==> config.mk <==
export PLATFORM = sky130hd
export DESIGN_NAME = iitb_decode_queue
export DESIGN_NICKNAME = d
export VERILOG_FILES = /design/src/rtl/iitb_decode_queue.sv
export SDC_FILE = /design/constraint.sdc
export NUM_CORES = 1
export LEC_CHECK = 0
export ABC_CLOCK_PERIOD_IN_PS = 8810
export CAP_MARGIN = 30
export CORE_AREA = 2 2 146 148
export CTS_BUF_LIST = sky130_fd_sc_hd__clkbuf_8
export DETAILED_ROUTE_END_ITERATION = 10
export DIE_AREA = 0 0 148 150
export HOLD_SLACK_MARGIN = 0.06
export PLACE_DENSITY = 0.7
export SETUP_SLACK_MARGIN = 0.3
export SLEW_MARGIN = 20
export SYNTH_ARGS = -nofsm -noshare
export SYNTH_HDL_FRONTEND = slang
export SYNTH_SLANG_ARGS = --single-unit
==> constraint.sdc <==
create_clock -name clk_i -period 8.81 [get_ports clk_i]
set_input_delay 0.881 -clock clk_i [delete_from_list [all_inputs] [get_ports clk_i]]
set_output_delay 0.881 -clock clk_i [all_outputs]
set_load 0.02 [all_outputs]
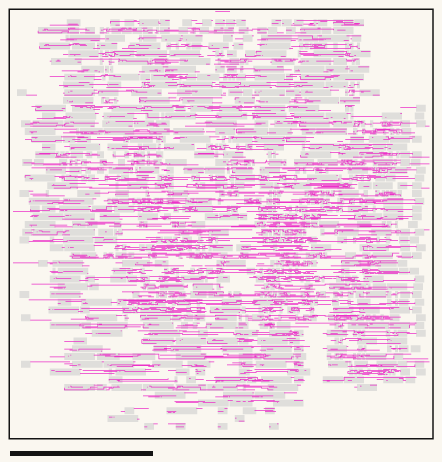
Fig. 1. Metal 1.
Scale bar: 50 um.
wire length on this layer: 9940 um
main direction: horizontal
vias: 6796
drt total wl: 22900 um

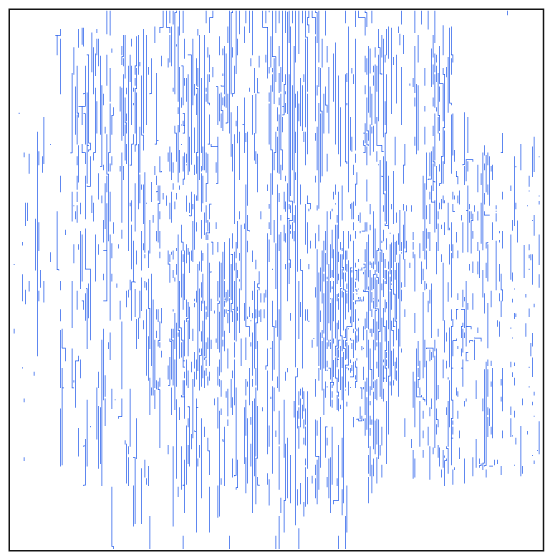
Fig. 2. Signal wires on met2.
longest straight run: 62.2 um
nets with wire on the layer: 826
routing usage on met2: 33.6%

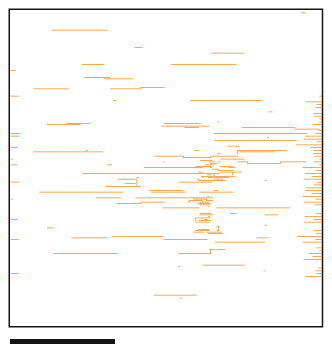
Fig. 3. The metal 3 layer.
Scale bar: 50 um.
share of all routed wire: 7.0%
main direction: horizontal
nets with wire on the layer: 123
wire length on this layer: 1590 um
grt met3 use: 4.54%

==> flow_metrics.py <==
# Flow results
metrics = {
    "logic_synthesis": {
        "xor_share_pct": 0.450,
        "synth_area_leader_cell": "edfxtp_1",
        "synthMostInstantiatedCell": "edfxtp_1",
        "yosys.area_share.aoi_pct": 12.6,
        "synthTopLogicFamily": "AND-OR/OR-AND gates",
        "edf_count": 128,
        "yosysWarnings": 0,
    },
    "run_status": {
        "status": "completed",
    },
    "cells_and_area": {
        "num-nonclk-buffers": 131,
        "final_util_pct": 56.9,
        "lay_top_cells": "edfxtp_1 (128), clkdlybuf4s50_1 (121), nand2_1 (120)",
        "register_area_um2": 5810,
        "seq_area_share_pct": 49.4,
        "drive_gt1_share_pct": 13.2,
    },
    "timing": {
        "maxSlewViolCount": 0,
    },
    "power": {
        "total_power_mw": 2.13,
        "p_sw_mw": 0.508,
        "p_sw_share_pct": 23.8,
        "irDropWorstVdd_v": 0.000109,
    },
    "route": {
        "top_layer_used": "met4",
        "m1WireLength_um": 9940,
        "wl_met3_um": 1590,
    },
    "placement": {
        "gp_congestion": 1.00,
    },
    "worst_setup_path": {
        "crit_top_cell": "a21oi_1",
        "path_depth": 14,
        "reg2reg_slack_ps": 4600,
    },
}
Power is estimated from default activity; no workload was simulated.
